`src/rtl/hack_cpu.sv`:
```
// hack_cpu: Hack ISA core with a WAIT/FETCH/DECODE/EXEC FSM that hides the one-cycle ROM/RAM read latency.
// Optional halt-loop detection (self-jump to the previous address) is built when HACK_CPU_HALT_EN is defined.
module hack_cpu (
    input  logic        clk,
    input  logic        reset_n,
    input  logic        rom_ready,
    output logic [15:0] rom_address,
    input  logic [15:0] instruction,
    output logic [14:0] mem_address,
    input  logic [15:0] mem_din,
    output logic [15:0] mem_dout,
    output logic        mem_write,
    output logic        halted
);

`ifdef HACK_CPU_HALT_EN
    typedef enum logic [2:0] {
        ST_WAIT   = 3'd0,
        ST_FETCH  = 3'd1,
        ST_DECODE = 3'd2,
        ST_EXEC   = 3'd3,
        ST_HALT   = 3'd4
    } state_t;
`else
    typedef enum logic [1:0] {
        ST_WAIT   = 2'd0,
        ST_FETCH  = 2'd1,
        ST_DECODE = 2'd2,
        ST_EXEC   = 2'd3
    } state_t;
`endif

    state_t      state_r;
    state_t      state_next_s;
    logic [15:0] a_r;
    logic [15:0] d_r;
    logic [15:0] ir_r;
    logic [14:0] pc_r;

    logic [15:0] x_zero_s;
    logic [15:0] x_s;
    logic [15:0] y_src_s;
    logic [15:0] y_zero_s;
    logic [15:0] y_s;
    logic [15:0] sum_s;
    logic [15:0] alu_s;
    logic        zr_s;
    logic        ng_s;
    logic        taken_s;
    logic        unused_s;
`ifdef HACK_CPU_HALT_EN
    logic [14:0] pc_prev_s;
    logic        halt_hit_s;
`endif

    // Opcode bits 15:13 carry no information once the instruction is known to be a C-instruction.
    assign unused_s = ^ir_r[15:13];

    // ALU and jump evaluation on the latched C-instruction; readers see pre-EXEC A/D values.
    always_comb begin
        x_zero_s = ir_r[11] ? 16'h0000 : d_r;
        x_s      = ir_r[10] ? ~x_zero_s : x_zero_s;
        y_src_s  = ir_r[12] ? mem_din : a_r;
        y_zero_s = ir_r[9] ? 16'h0000 : y_src_s;
        y_s      = ir_r[8] ? ~y_zero_s : y_zero_s;
        sum_s    = ir_r[7] ? (x_s + y_s) : (x_s & y_s);
        alu_s    = ir_r[6] ? ~sum_s : sum_s;
        zr_s     = (alu_s == 16'h0000);
        ng_s     = alu_s[15];
        taken_s  = (ir_r[2] & ng_s) | (ir_r[1] & zr_s) | (ir_r[0] & ~ng_s & ~zr_s);
    end

`ifdef HACK_CPU_HALT_EN
    // An unconditional jump back to the @-instruction that loaded its own target is a halt loop.
    always_comb begin
        pc_prev_s  = pc_r - 15'd1;
        halt_hit_s = taken_s && (ir_r[2:0] == 3'b111) && (a_r[14:0] == pc_prev_s);
    end
`endif

    // FSM state register.
    always_ff @(posedge clk or negedge reset_n) begin
        if (!reset_n) begin
            state_r <= ST_WAIT;
        end else begin
            state_r <= state_next_s;
        end
    end

    // FSM next-state logic; rom_ready only matters before the first fetch.
    always_comb begin
        state_next_s = state_r;
        case (state_r)
            ST_WAIT: begin
                if (rom_ready) begin
                    state_next_s = ST_FETCH;
                end else begin
                    state_next_s = ST_WAIT;
                end
            end
            ST_FETCH: state_next_s = ST_DECODE;
            ST_DECODE: begin
                if (instruction[15]) begin
                    state_next_s = ST_EXEC;
                end else begin
                    state_next_s = ST_FETCH;
                end
            end
            ST_EXEC: begin
`ifdef HACK_CPU_HALT_EN
                if (halt_hit_s) begin
                    state_next_s = ST_HALT;
                end else begin
                    state_next_s = ST_FETCH;
                end
`else
                state_next_s = ST_FETCH;
`endif
            end
`ifdef HACK_CPU_HALT_EN
            ST_HALT: state_next_s = ST_HALT;
`endif
            default: state_next_s = ST_WAIT;
        endcase
    end

    // FSM outputs; write strobe and write data exist only during EXEC.
    always_comb begin
        rom_address = {1'b0, pc_r};
        mem_address = a_r[14:0];
        mem_write   = 1'b0;
        mem_dout    = 16'h0000;
        halted      = 1'b0;
        case (state_r)
            ST_EXEC: begin
                mem_write = ir_r[3];
                mem_dout  = alu_s;
            end
`ifdef HACK_CPU_HALT_EN
            ST_HALT: halted = 1'b1;
`endif
            default: begin
                mem_write = 1'b0;
            end
        endcase
    end

    // Architectural registers: A/pc load in DECODE for @-instructions, A/D/pc commit together at end of EXEC.
    always_ff @(posedge clk or negedge reset_n) begin
        if (!reset_n) begin
            a_r  <= 16'h0000;
            d_r  <= 16'h0000;
            pc_r <= 15'h0000;
            ir_r <= 16'h0000;
        end else begin
            case (state_r)
                ST_DECODE: begin
                    ir_r <= instruction;
                    if (!instruction[15]) begin
                        a_r  <= instruction;
                        pc_r <= pc_r + 15'd1;
                    end else begin
                        a_r  <= a_r;
                        pc_r <= pc_r;
                    end
                end
                ST_EXEC: begin
                    if (ir_r[5]) begin
                        a_r <= alu_s;
                    end else begin
                        a_r <= a_r;
                    end
                    if (ir_r[4]) begin
                        d_r <= alu_s;
                    end else begin
                        d_r <= d_r;
                    end
                    pc_r <= taken_s ? a_r[14:0] : (pc_r + 15'd1);
                end
                default: begin
                    ir_r <= ir_r;
                end
            endcase
        end
    end

endmodule

```
`config.mk`:
```
export PLATFORM = sky130hd
export DESIGN_NAME = hack_cpu
export DESIGN_NICKNAME = d
export VERILOG_FILES = /design/src/rtl/hack_cpu.sv
export SDC_FILE = /design/constraint.sdc
export NUM_CORES = 1
export LEC_CHECK = 0
export ABC_AREA = 1
export CORE_ASPECT_RATIO = 0.9
export CORE_UTILIZATION = 57
export CTS_BUF_LIST = sky130_fd_sc_hd__clkbuf_4
export DETAILED_ROUTE_END_ITERATION = 6
export HOLD_SLACK_MARGIN = 0.06
export PLACE_DENSITY = 0.84
export SYNTH_ARGS = -nofsm -noshare
export SYNTH_HDL_FRONTEND = slang
export SYNTH_SLANG_ARGS = --single-unit
```
`constraint.sdc`:
```
create_clock -name clk -period 5.5 [get_ports clk]
set_input_delay 1.65 -clock clk [delete_from_list [all_inputs] [get_ports clk]]
set_output_delay 1.65 -clock clk [all_outputs]
set_load 0.02 [all_outputs]
```
==> results.sh <==
# source this file to load flow results
export IMPL_status="completed"
export IMPL_first_iter_violations=601
export IMPL_grt_util_met2_pct=64.3
export IMPL_io_buffers=81
export IMPL_routed_wl_mm=18.8
export IMPL_vias_per_cell=5.84
export IMPL_num_antenna_cells=0
export IMPL_ant_nets=0
export IMPL_fin_nets=1011
export IMPL_async_reset_ff_share_pct=100
export IMPL_coreArea_um2=9210
export IMPL_grt_max_degree=63
export IMPL_netlist_instances=813
export IMPL_cp_required_ns=3.85
export IMPL_worst_slew_pin_slew_ns=1.07
export IMPL_use_met1_pct=44.4
export IMPL_hold_viol=0
export IMPL_maxCapViolCount=0
export IMPL_numSynthFlops=62
export IMPL_wl_per_cell_um=17.4
export IMPL_dr_max_layer_used="met4"
export IMPL_dr_wl_met3_mm=1.45
export IMPL_ys_types=38
export IMPL_drt_met1_wl_mm=7.17
export IMPL_firstDrtPassIters=6
export IMPL_grt_pass1_vias=5952
export IMPL_stdcell_count=1085
export IMPL_placement_cell_area_um2=6680
export IMPL_fin_crit_ns=5.50
export IMPL_die_h_um=94.7
export IMPL_syn_area_um2=5450
export IMPL_die_area_um2=9950
export IMPL_synth_area_leader_cell="dfrtp_1"
export IMPL_fmax_ghz=0.182
export IMPL_dp_hpwl_mm=12.3
export IMPL_cts_max_path_buffers=2
export IMPL_crit_path_end_kind="output port"
export IMPL_timing_final_ws_setup_ns=0.00335
export IMPL_grt_first_pass_wirelength_mm=28.3
export IMPL_dp_cells=1042
export IMPL_place_gp_congestion=0.936
export IMPL_warnings=28
export IMPL_hold_class="register to register"
export IMPL_top_regs="a_r (16), d_r (16), pc_r (15)"
export IMPL_flop_cell="dfrtp_1"
export IMPL_yosys_area_um2=5450
export IMPL_synthTopCellsByArea="dfrtp_1 28%, nand2_1 16%, nand3_1 7.8%"
export IMPL_initCoreUtil_pct=59.2
export IMPL_drive_above_1_share_pct=32.4
export IMPL_finalMaxSlewViolations=0
export IMPL_vias=6331
export IMPL_ys_warn_count=0
export IMPL_whs_ns=0.501
export IMPL_worstSetupPathType="input port to output port"
export IMPL_tritoncts="yes"
export IMPL_grt_busiest_layer="met2"
export IMPL_fin_area_um2=7610
export IMPL_fin_crit_sh_pct=99.9
export IMPL_cts_sinks=62
export IMPL_drc=0
export IMPL_overflow=0
export IMPL_antenna_found_initial=0
export IMPL_relSlewSlack_pct=28.7
export IMPL_rsz0062_at_grt="yes"
export IMPL_setup_viol=0
export IMPL_start_kind="input port"
export IMPL_tns_ns=0
export IMPL_dp_slack_ns=-0.860
export IMPL_path_max_fanout=3
export IMPL_cts_resized=189
export IMPL_io_pins=84
export IMPL_cts_setup_buffers=18
export IMPL_yosys_cells=813
export IMPL_cp_arrival_ns=3.85
[synthesized netlist by cell type (all sizes together), types with 2 or more instances]
library cell and number:
nand3 105, or2 3, a21oi 38, xor2 45, nor2 39, ha 17
clkbuf 22, a22oi 15, inv 116, dfrtp 62, clkinv 2, xnor2 3
buf 27, and3 3, o21ai 45, and2 3, nand2 253, nand4 9
[layout make-up]
cell class | instances | area, µm²
Timing Repair Buffer | 182 | 1570
Tap cell | 122 | 153
Clock inverter | 7 | 97.6
Inverter | 118 | 443
Sequential cell | 62 | 1550
Multi-Input combinational cell | 585 | 3740
Fill cell | 547 | 1590
Clock buffer | 9 | 67.6
[critical path: stages]
cell and delay [ns]:
clkdlybuf4s15_1 0.18, o21ai_2 0.14, xor2_1 0.22, buf_4 0.15, inv_2 0.03, fa_2 0.37, inv_2 0.09, buf_6 0.11
nand2_4 0.05, buf_6 0.12, nand4_1 0.10, nand3_2 0.09, nand2_1 0.08, nand2_1 0.06, nand2_2 0.16, nor2_4 0.07
buf_6 0.18
[kinds of logic (layout without fill, tap and decap cells)]
family / after synthesis / count (layout) / share of synthesized area, %
buffers and inverters: 167 / 316 / 13.4
other: 1 / 2 / 0.0689
adders and majority gates: 18 / 18 / 4.27
and+or+nand+nor: 416 / 416 / 35.9
xor gates and xnor gates: 48 / 48 / 7.72
DFF: 62 / 62 / 28.5
AOI/OAI and AO/OA: 101 / 101 / 10.2
[cell usage in the layout, fill, tap and decap left out, types with 4 or more instances in the layout]
| master | n |
|---|---|
| a21oi_1 | 31 |
| a21oi_4 | 4 |
| a22oi_1 | 15 |
| buf_2 | 5 |
| buf_4 | 92 |
| buf_6 | 19 |
| clkbuf_2 | 4 |
| clkbuf_4 | 9 |
| clkdlybuf4s15_1 | 6 |
| clkdlybuf4s50_1 | 50 |
| dfrtp_1 | 62 |
| dlygate4sd2_1 | 5 |
| ha_1 | 9 |
| ha_4 | 5 |
| inv_1 | 104 |
| inv_2 | 12 |
| nand2_1 | 192 |
| nand2_2 | 52 |
| nand2_4 | 9 |
| nand3_1 | 67 |
| nand3_2 | 33 |
| nand3_4 | 5 |
| nand4_1 | 8 |
| nor2_1 | 16 |
| nor2_2 | 9 |
| nor2_4 | 14 |
| o21ai_0 | 28 |
| o21ai_2 | 14 |
| xor2_1 | 41 |
| xor2_2 | 4 |
[worst paths after layout]
kind,startpoint,end,slack [ns],cells after the start
min in group asynchronous,reset_n,pc_r[3]$_DFFE_PN0P_,1.36,2
max,mem_din[1],mem_dout[6],0.003,17
min,ir_r[2]$_DFFE_PN0N_,ir_r[2]$_DFFE_PN0N_,0.50,2
max in group asynchronous,reset_n,a_r[15]$_DFFE_PN0P_,3.60,2
max reg2reg,ir_r[12]$_DFFE_PN0N_,pc_r[9]$_DFFE_PN0P_,1.13,27
min reg2reg,ir_r[2]$_DFFE_PN0N_,ir_r[2]$_DFFE_PN0N_,0.50,2
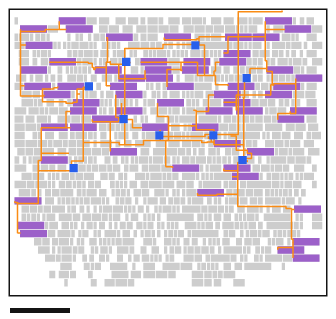
(routed clock nets over the placement)
Scale bar: 20 µm.
[flip-flops] purple | count: 62
[clock drivers] blue | count: 9
[clock wires] orange | length: 918 µm
routed clock nets: 10

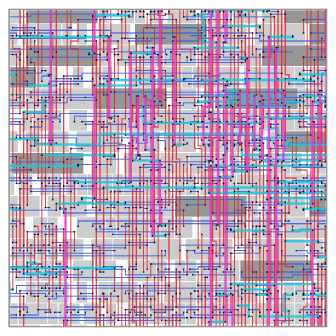
(layout detail)
Region (33, 27) to (73, 67) µm. Cells in grey, sequential cells in the stronger grey; small squares are vias.
| layer | colour |
|---|---|
| metal 4 | magenta |
| metal 3 | cyan |
| metal 2 | red |
| metal 1 | blue |
most frequent: nand2_1 (52), inv_1 (21), buf_4 (16)
netlist names of flops here include: d_r (6), ir_r (4)
sequential cells in the window: 11
cells with their middle in the window: 200

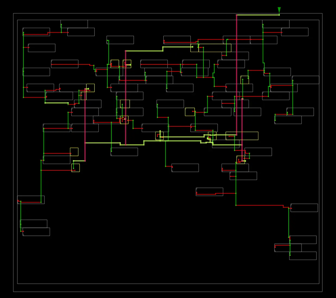
(clock routing)
Num CTS Buffers: 9
flop count: 62
number of clock-tree buffers in the layout: 9
clk latency late pin: 0.45 ns
clk_skew: 0.0218 ns

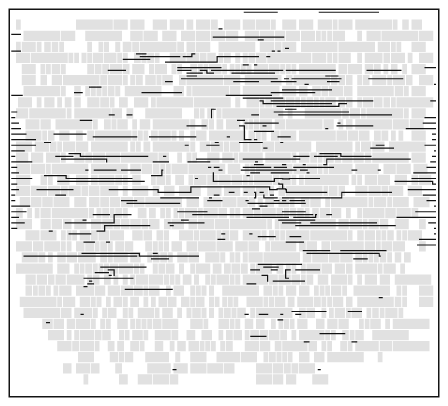
(met3 routing)
wire length on this layer: 1450 µm
longest straight run: 29.4 µm
share of all routed wire: 7.7%

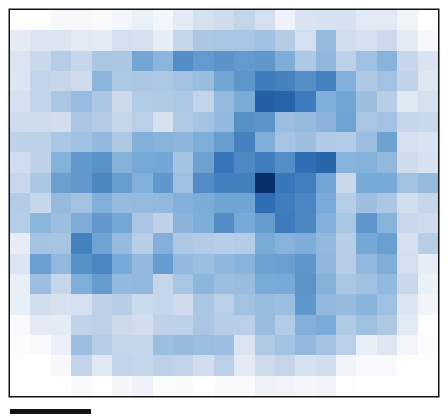
(wiring heat map)
Scale bar: 20 µm. The die is cut into 21 by 19 equal tiles; white is low, dark blue is high, scaled to the fullest tile. Values are wire area over tile area, all layers added.
fullest tile: 0.96
densest ninth of the die: centre
tiles over half the peak: 19%
nearly empty tiles: 5.3%
mean over tiles: 0.32

